File: src/rtl/cpu_pkg.sv
// Shared definitions for the CPU control unit: opcodes, ALU encodings,
// FSM state enum, instruction field positions and the opcode decoder.
package cpu_pkg;

    // Opcodes (INSTR[31:24])
    localparam logic [7:0] OP_LOADI = 8'h00;
    localparam logic [7:0] OP_MOV   = 8'h01;
    localparam logic [7:0] OP_ADD   = 8'h02;
    localparam logic [7:0] OP_SUB   = 8'h03;
    localparam logic [7:0] OP_AND   = 8'h04;
    localparam logic [7:0] OP_OR    = 8'h05;
    localparam logic [7:0] OP_J     = 8'h06;
    localparam logic [7:0] OP_BEQ   = 8'h07;

    // ALU operation encodings
    localparam logic [2:0] ALU_FWD = 3'd0;
    localparam logic [2:0] ALU_ADD = 3'd1;
    localparam logic [2:0] ALU_AND = 3'd2;
    localparam logic [2:0] ALU_OR  = 3'd3;

    // Instruction field positions
    localparam int OP_MSB   = 31;
    localparam int OP_LSB   = 24;
    localparam int DEST_MSB = 23;
    localparam int DEST_LSB = 16;
    localparam int SRC1_LSB = 8;
    localparam int SRC2_MSB = 7;
    localparam int SRC2_LSB = 0;

    // Controller states
    typedef enum logic [2:0] {
        ST_IDLE      = 3'd0,
        ST_FETCH     = 3'd1,
        ST_DECODE    = 3'd2,
        ST_EXECUTE   = 3'd3,
        ST_WRITEBACK = 3'd4,
        ST_HALT      = 3'd5
    } state_t;

    // Per-instruction control bundle produced by the decoder
    typedef struct packed {
        logic       imm_sel;
        logic       neg_sel;
        logic [2:0] aluop;
        logic       write;
        logic       illegal;
        logic       jump;
        logic       branch;
    } ctrl_t;

    // Map an opcode to its control bundle; anything undefined is flagged illegal
    function automatic ctrl_t decode_op(input logic [7:0] op);
        ctrl_t c;
        c = '0;
        case (op)
            OP_LOADI: begin c.imm_sel = 1'b1; c.aluop = ALU_FWD; c.write = 1'b1; end
            OP_MOV:   begin c.aluop = ALU_FWD; c.write = 1'b1; end
            OP_ADD:   begin c.aluop = ALU_ADD; c.write = 1'b1; end
            OP_SUB:   begin c.aluop = ALU_ADD; c.neg_sel = 1'b1; c.write = 1'b1; end
            OP_AND:   begin c.aluop = ALU_AND; c.write = 1'b1; end
            OP_OR:    begin c.aluop = ALU_OR;  c.write = 1'b1; end
            OP_J:     begin c.jump = 1'b1; end
            OP_BEQ:   begin c.aluop = ALU_ADD; c.neg_sel = 1'b1; c.branch = 1'b1; end
            default:  begin c.illegal = 1'b1; end
        endcase
        return c;
    endfunction

endpackage

File: src/rtl/cpu_control_unit_pc_sequencer.sv
// Program counter register and next-PC adder. PC advances by one word, plus
// a signed 8-bit word offset when a branch is taken; arithmetic wraps at
// 2^ADDR_W.
module pc_sequencer #(
    parameter int ADDR_W = 8
) (
    input  logic              i_clk,
    input  logic              i_rst_n,
    input  logic              i_load_en,
    input  logic              i_branch_taken,
    input  logic [7:0]        i_offset,
    output logic [ADDR_W-1:0] o_pc
);

    logic [ADDR_W-1:0] r_pc;
    logic [ADDR_W-1:0] w_offset_ext;
    logic [ADDR_W-1:0] w_next_pc;

    // Sign-extend the word offset to the PC width
    assign w_offset_ext = ADDR_W'($signed(i_offset));

    // Next PC: PC+1, plus the offset when taken; natural wrap at ADDR_W bits
    always_comb begin
        w_next_pc = r_pc + ADDR_W'(1);
        if (i_branch_taken) begin
            w_next_pc = r_pc + ADDR_W'(1) + w_offset_ext;
        end
    end

    // PC register, loaded only when the controller retires an instruction
    always_ff @(posedge i_clk or negedge i_rst_n) begin
        if (!i_rst_n) begin
            r_pc <= '0;
        end else if (i_load_en) begin
            r_pc <= w_next_pc;
        end
    end

    assign o_pc = r_pc;

endmodule

File: src/rtl/cpu_control_unit.sv
// Multi-cycle CPU control unit: fetch / decode / execute / writeback FSM,
// instruction register, registered control decode and fetch-timeout fault.
// IMEM handshake: INSTR is taken on a clock edge where IMEM_REQ and
// IMEM_READY are both high; IMEM_REQ is high for every FETCH cycle and
// IMEM_READY is ignored in every other state.
module cpu_control_unit
    import cpu_pkg::*;
#(
    parameter int ADDR_W       = 8,
    parameter int IMEM_TIMEOUT = 15
) (
    input  logic              CLK,
    input  logic              RESET,
    output logic              IMEM_REQ,
    output logic [ADDR_W-1:0] IMEM_ADDR,
    input  logic              IMEM_READY,
    input  logic [31:0]       INSTR,
    input  logic              ZERO,
    output logic [2:0]        READREG1,
    output logic [2:0]        READREG2,
    output logic [2:0]        WRITEREG,
    output logic [7:0]        IMMEDIATE,
    output logic              IMM_SEL,
    output logic              NEG_SEL,
    output logic [2:0]        ALUOP,
    output logic              WRITE_EN,
    output logic [ADDR_W-1:0] PC,
    output logic              ILLEGAL,
    output logic              FAULT,
    output logic [2:0]        DBG_STATE
);

    localparam int WAIT_W = $clog2(IMEM_TIMEOUT + 1);

    state_t            r_state;
    state_t            w_next_state;
    logic [31:0]       r_ir;
    logic [WAIT_W-1:0] r_wait;
    logic              r_fault;
    logic              r_zero;
    ctrl_t             r_ctrl;
    ctrl_t             w_dec;
    logic [2:0]        r_rr1;
    logic [2:0]        r_rr2;
    logic [2:0]        r_wr;
    logic [7:0]        r_imm;
    logic [7:0]        r_offset;
    logic              w_timeout;
    logic              w_load_en;
    logic              w_taken;
    logic [ADDR_W-1:0] w_pc;
    logic              w_unused_src1_hi;

    // Only the low 3 bits of SRC1 address the register file
    assign w_unused_src1_hi = ^r_ir[15:11];

    // Last permitted wait cycle in FETCH
    assign w_timeout = (r_wait == WAIT_W'(IMEM_TIMEOUT - 1));

    assign w_dec = decode_op(r_ir[OP_MSB:OP_LSB]);

    // State register
    always_ff @(posedge CLK or negedge RESET) begin
        if (!RESET) begin
            r_state <= ST_IDLE;
        end else begin
            r_state <= w_next_state;
        end
    end

    // Next-state logic: fixed 4-cycle sequence, FETCH may stall or time out
    always_comb begin
        w_next_state = r_state;
        case (r_state)
            ST_IDLE:      w_next_state = ST_FETCH;
            ST_FETCH: begin
                if (IMEM_READY) begin
                    w_next_state = ST_DECODE;
                end else if (w_timeout) begin
                    w_next_state = ST_HALT;
                end
            end
            ST_DECODE:    w_next_state = ST_EXECUTE;
            ST_EXECUTE:   w_next_state = ST_WRITEBACK;
            ST_WRITEBACK: w_next_state = ST_FETCH;
            ST_HALT:      w_next_state = ST_HALT;
            default:      w_next_state = ST_IDLE;
        endcase
    end

    // Fetch wait counter and sticky timeout fault
    always_ff @(posedge CLK or negedge RESET) begin
        if (!RESET) begin
            r_wait  <= '0;
            r_fault <= 1'b0;
        end else if (r_state == ST_FETCH && !IMEM_READY) begin
            if (w_timeout) begin
                r_fault <= 1'b1;
            end else begin
                r_wait <= r_wait + WAIT_W'(1);
            end
        end else begin
            r_wait <= '0;
        end
    end

    // Instruction register, captured on the accepting fetch edge
    always_ff @(posedge CLK or negedge RESET) begin
        if (!RESET) begin
            r_ir <= '0;
        end else if (r_state == ST_FETCH && IMEM_READY) begin
            r_ir <= INSTR;
        end
    end

    // Control outputs registered in DECODE, held through EXECUTE/WRITEBACK;
    // ZERO is sampled at the end of EXECUTE for BEQ
    always_ff @(posedge CLK or negedge RESET) begin
        if (!RESET) begin
            r_ctrl   <= '0;
            r_rr1    <= '0;
            r_rr2    <= '0;
            r_wr     <= '0;
            r_imm    <= '0;
            r_offset <= '0;
            r_zero   <= 1'b0;
        end else begin
            if (r_state == ST_DECODE) begin
                r_ctrl   <= w_dec;
                r_rr1    <= r_ir[SRC1_LSB +: 3];
                r_rr2    <= r_ir[SRC2_LSB +: 3];
                r_wr     <= r_ir[DEST_LSB +: 3];
                r_imm    <= r_ir[SRC2_MSB:SRC2_LSB];
                r_offset <= r_ir[DEST_MSB:DEST_LSB];
            end
            if (r_state == ST_EXECUTE) begin
                r_zero <= ZERO;
            end
        end
    end

    assign w_load_en = (r_state == ST_WRITEBACK);
    assign w_taken   = r_ctrl.jump | (r_ctrl.branch & r_zero);

    pc_sequencer #(
        .ADDR_W (ADDR_W)
    ) u_pc_seq (
        .i_clk          (CLK),
        .i_rst_n        (RESET),
        .i_load_en      (w_load_en),
        .i_branch_taken (w_taken),
        .i_offset       (r_offset),
        .o_pc           (w_pc)
    );

    assign IMEM_REQ  = (r_state == ST_FETCH);
    assign IMEM_ADDR = w_pc;
    assign PC        = w_pc;
    assign READREG1  = r_rr1;
    assign READREG2  = r_rr2;
    assign WRITEREG  = r_wr;
    assign IMMEDIATE = r_imm;
    assign IMM_SEL   = r_ctrl.imm_sel;
    assign NEG_SEL   = r_ctrl.neg_sel;
    assign ALUOP     = r_ctrl.aluop;
    assign WRITE_EN  = w_load_en & r_ctrl.write;
    assign ILLEGAL   = w_load_en & r_ctrl.illegal;
    assign FAULT     = r_fault;
    assign DBG_STATE = r_state;

endmodule

File: config.mk
export PLATFORM = sky130hd
export DESIGN_NAME = cpu_control_unit
export DESIGN_NICKNAME = d
export VERILOG_FILES = /design/src/rtl/cpu_pkg.sv /design/src/rtl/cpu_control_unit_pc_sequencer.sv /design/src/rtl/cpu_control_unit.sv
export SDC_FILE = /design/constraint.sdc
export NUM_CORES = 1
export LEC_CHECK = 0
export ABC_AREA = 1
export CORE_UTILIZATION = 40
export DETAILED_ROUTE_END_ITERATION = 8
export DONT_BUFFER_PORTS = 1
export MAX_ROUTING_LAYER = met4
export PLACE_DENSITY = 0.55
export SYNTH_ARGS = -nofsm -noshare
export SYNTH_HDL_FRONTEND = slang
export SYNTH_HIERARCHICAL = 1
export SYNTH_SLANG_ARGS = --single-unit
File: constraint.sdc
create_clock -name CLK -period 2.78 [get_ports CLK]
set_input_delay 0.695 -clock CLK [delete_from_list [all_inputs] [get_ports CLK]]
set_output_delay 0.695 -clock CLK [all_outputs]
set_load 0.02 [all_outputs]
Figure 1. Placement view.
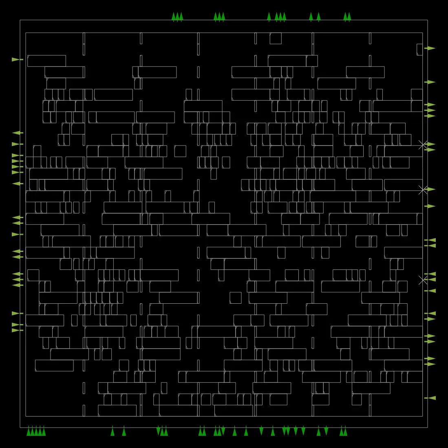
# rows: 34
Flops: 71
final core occ: 44.5%
Non-Filler Instances: 530

==> impl_metrics.py <==
# Flow results
metrics = {
    "run_status": {
        "outcome": "complete, but fails checks",
        "violations": "DRC",
    },
    "cts": {
        "insertion_delay_ns": 0.34,
        "cts_tree": "built",
        "clock_path_buffers": 2,
        "htree_levels": 3,
        "path_clk_slew_ns": 0.08,
        "clkSinkCount": 71,
        "cts_inserted_buffers": 9,
    },
    "route": {
        "vias": 2595,
        "drt-total-wl_um": 7250,
        "drtIter0Drc": 78,
        "drt-pass1-iter-count": 6,
        "ant_nets": 0,
        "route.detailed.drc": 3,
        "via_per_inst": 4.90,
        "avgRoutedWirePerCell_um": 13.7,
    },
    "placed_design": {
        "gp_congestion": 0.833,
        "hpwl_um": 5050,
        "port_buffers": 0,
        "place_worst_setup_slack_ns": 0.533,
    },
    "layout": {
        "antenna_cells": 0,
        "drive_gt1_share_pct": 17.8,
        "fill_cells": 893,
        "nets": 465,
    },
    "final_timing": {
        "fmax_ghz": 0.408,
        "fin_crit_ns": 2.45,
        "fin_crit_sh_pct": 88.1,
        "hold_viol_final": 0,
        "slew_viol_final": 0,
        "final.setup.worst_slack_ns": 0.332,
        "final-setup-viol-count": 0,
        "tns_ns": 0,
        "finalClockSkew_ns": 0.0122,
        "hold_ws_ns": 0.0386,
    },
    "power_and_ir_drop": {
        "power_density_nw_per_um2": 1060,
        "ir_drop_v": 0.000506,
        "p_leak_nw": 2.00,
    },
    "logic_synthesis": {
        "ff_type": "dfrtp_1",
        "yosys-top-cells-area": "dfrtp_1, nand2_1, a21oi_2",
        "synthArstFlopShare_pct": 100,
        "synth-edff-count": 0,
        "syn_area_per_cell_sq_um": 8.81,
        "ys_area_sq_um": 3710,
        "top_cell": "nand2_1",
        "postSynthSeqShare_pct": 47.9,
        "yosys_cells": 421,
        "synth.top_cell.area_share_pct": 47.9,
        "ys.flops": 71,
        "synth.distinct_cells": 33,
        "top_area_cell": "dfrtp_1",
        "fp_nets": 469,
        "synthTopCellsByCount": "nand2_1, dfrtp_1, inv_1",
        "synth-warning-count": 6,
    },
    "die": {
        "core_area_sq_um": 8850,
        "io_pins": 81,
        "chipArea_sq_um": 9660,
        "initial_core_util_pct": 41.9,
    },
    "min_path": {
        "hold_path_class": "primary input to asynchronous set/reset pin",
    },
    "critical_path": {
        "cp_data_required_time_ns": 2.09,
        "crit_path_start_kind": "flop",
        "crit_type": "flop to output port",
        "slowest_stage": "dfrtp_1",
        "path_common_cell": "inv_1",
        "slowest_delay_ns": 0.60,
        "worstPathCellList": "inv_1, nor3_1, inv_1, nor2_1, buf_4",
        "endpoint_kind": "output port",
        "crit_fanout": 6,
        "worstPathArrival_ns": 1.75,
        "path_buffers": 3,
    },
    "flow_run": {
        "openroad.warnings": 33,
        "maxCapViolCount": 0,
    },
    "grt": {
        "track_usage_pct": 17.2,
        "grt.overflow.total": 0,
        "antenna_found_initial": 0,
        "grt_pass1_wl_um": 12700,
        "grt_pass1_vias": 2729,
        "grt_start_max_net_pins": 72,
    },
}
Figure 2. Floorplan with the power grid.
Scale bar: 20 um. Pins as bars on the die edge. Tap cells in grey.
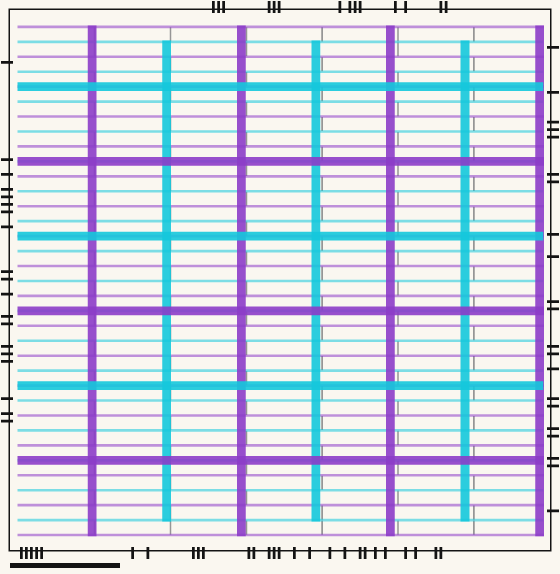
net	colour
VDD	cyan
VSS	purple
met4 straps	7
met5 straps	6
signal pins	81

final timing paths:
kind,startpoint,to,slack [ns],depth (start not counted)
worst max-delay path,DBG_STATE[2],ILLEGAL,0.33,5
worst min-delay path,RESET,r_ir[2],0.04,0
worst max register to register,u_pc_seq/o_pc[1],u_pc_seq/o_pc[6],0.53,13
worst min register to register,r_ir[10],r_ir[10],0.48,2
max in group asynchronous,RESET,READREG2[0],2.09,1
min in group CLK,r_ir[10],r_ir[10],0.48,2
power by group:
group	switching [mW]	total (mW)	leakage (nW)	internal [mW]
clock	0.401	0.841	0.103	0.440
combinational	0.909	1.45	1.04	0.537
sequential	0.456	1.87	0.857	1.41
area by class of cell:
| cell class | count | area, sq um | share of cell area [%] |
|---|---|---|---|
| clock buffers | 11 | 141 | 3.59 |
| clock inverters | 5 | 57.6 | 1.46 |
| inverters | 53 | 199 | 5.06 |
| multi-input cells | 269 | 1510 | 38.4 |
| flip-flops and latches | 71 | 1780 | 45.2 |
| well taps | 108 | 135 | 3.43 |
| repair buffers | 13 | 113 | 2.86 |
logic make-up (layout without fill, tap and decap cells):
group / Yosys count / count (layout) / share of synthesized area [%]
AOI/OAI and AO/OA: 72 / 72 / 12.7
xor gates and xnor gates: 8 / 8 / 1.89
adders and majority gates: 12 / 12 / 4.25
buffers and inverters: 81 / 82 / 11.3
DFF: 71 / 71 / 47.9
other: 1 / 1 / 0.101
and+or+nand+nor: 176 / 176 / 21.8
cells in the final DEF, fill, tap and decap left out, types with 9 or more instances in the layout:
| cell | n |
|---|---|
| nand2_1 | 93 |
| dfrtp_1 | 71 |
| inv_1 | 52 |
| nor2_1 | 32 |
| o21ai_0 | 29 |
| a21oi_2 | 26 |
| nand3_1 | 22 |
| ha_1 | 11 |
| buf_4 | 11 |
| nor2_2 | 10 |
| clkbuf_8 | 10 |
| a21oi_1 | 9 |
through the flow:
step	util [%]	area (sq um)	power (mW)	cells
6_report	44.5	3940	4.16	530
5_1_grt	44.5	3940	4.52	530
4_1_cts	44.4	3930	4.22	529
3_5_place_dp	42.1	3730	3.35	513
3_3_place_gp	42.1	3730	3.31	513
2_1_floorplan	-	3710	3.15	421
registers in the layout, indices dropped and copies added, names as in the netlist:
name	cells
FAULT	1
u_pc_seq/o_pc	8
r_ctrl	4
READREG1	3
IMMEDIATE	6
r_zero	1
DBG_STATE	3
r_wait	4
r_ir	27
IMM_SEL	1
NEG_SEL	1
r_offset	6
READREG2	2
WRITEREG	2
ALUOP	2
worst reg2reg max path, stage by stage, from the launching register on:
cell     delay (ns)
dfrtp_1        0.42
ha_1           0.21
nand2_1        0.10
nor2_1         0.17
inv_1          0.06
nand2_1        0.08
inv_1          0.05
ha_1           0.34
nand2_1        0.08
or2_2          0.31
nand3_1        0.07
nand2_1        0.05
a21oi_1        0.13
o21ai_1        0.07
timing repair:
item / 4_1_cts / 5_1_grt
endpoints found under the hold margin: 0 / 2
resized: 0 / 0
hold buffers: 0 / 1
buffers inserted: 0 / 0
routing by layer:
metal  global-route usage, %  vias to the layer above  wire (um)
met5                       -                        -          0
met4                    5.28                        0        123
met3                    5.58                       13        375
met2                    28.4                       56       3430
met1                    20.0                     1221       3310
li1                        -                     1305          -
No activity file was given, so power comes from the tool's default toggle rates.
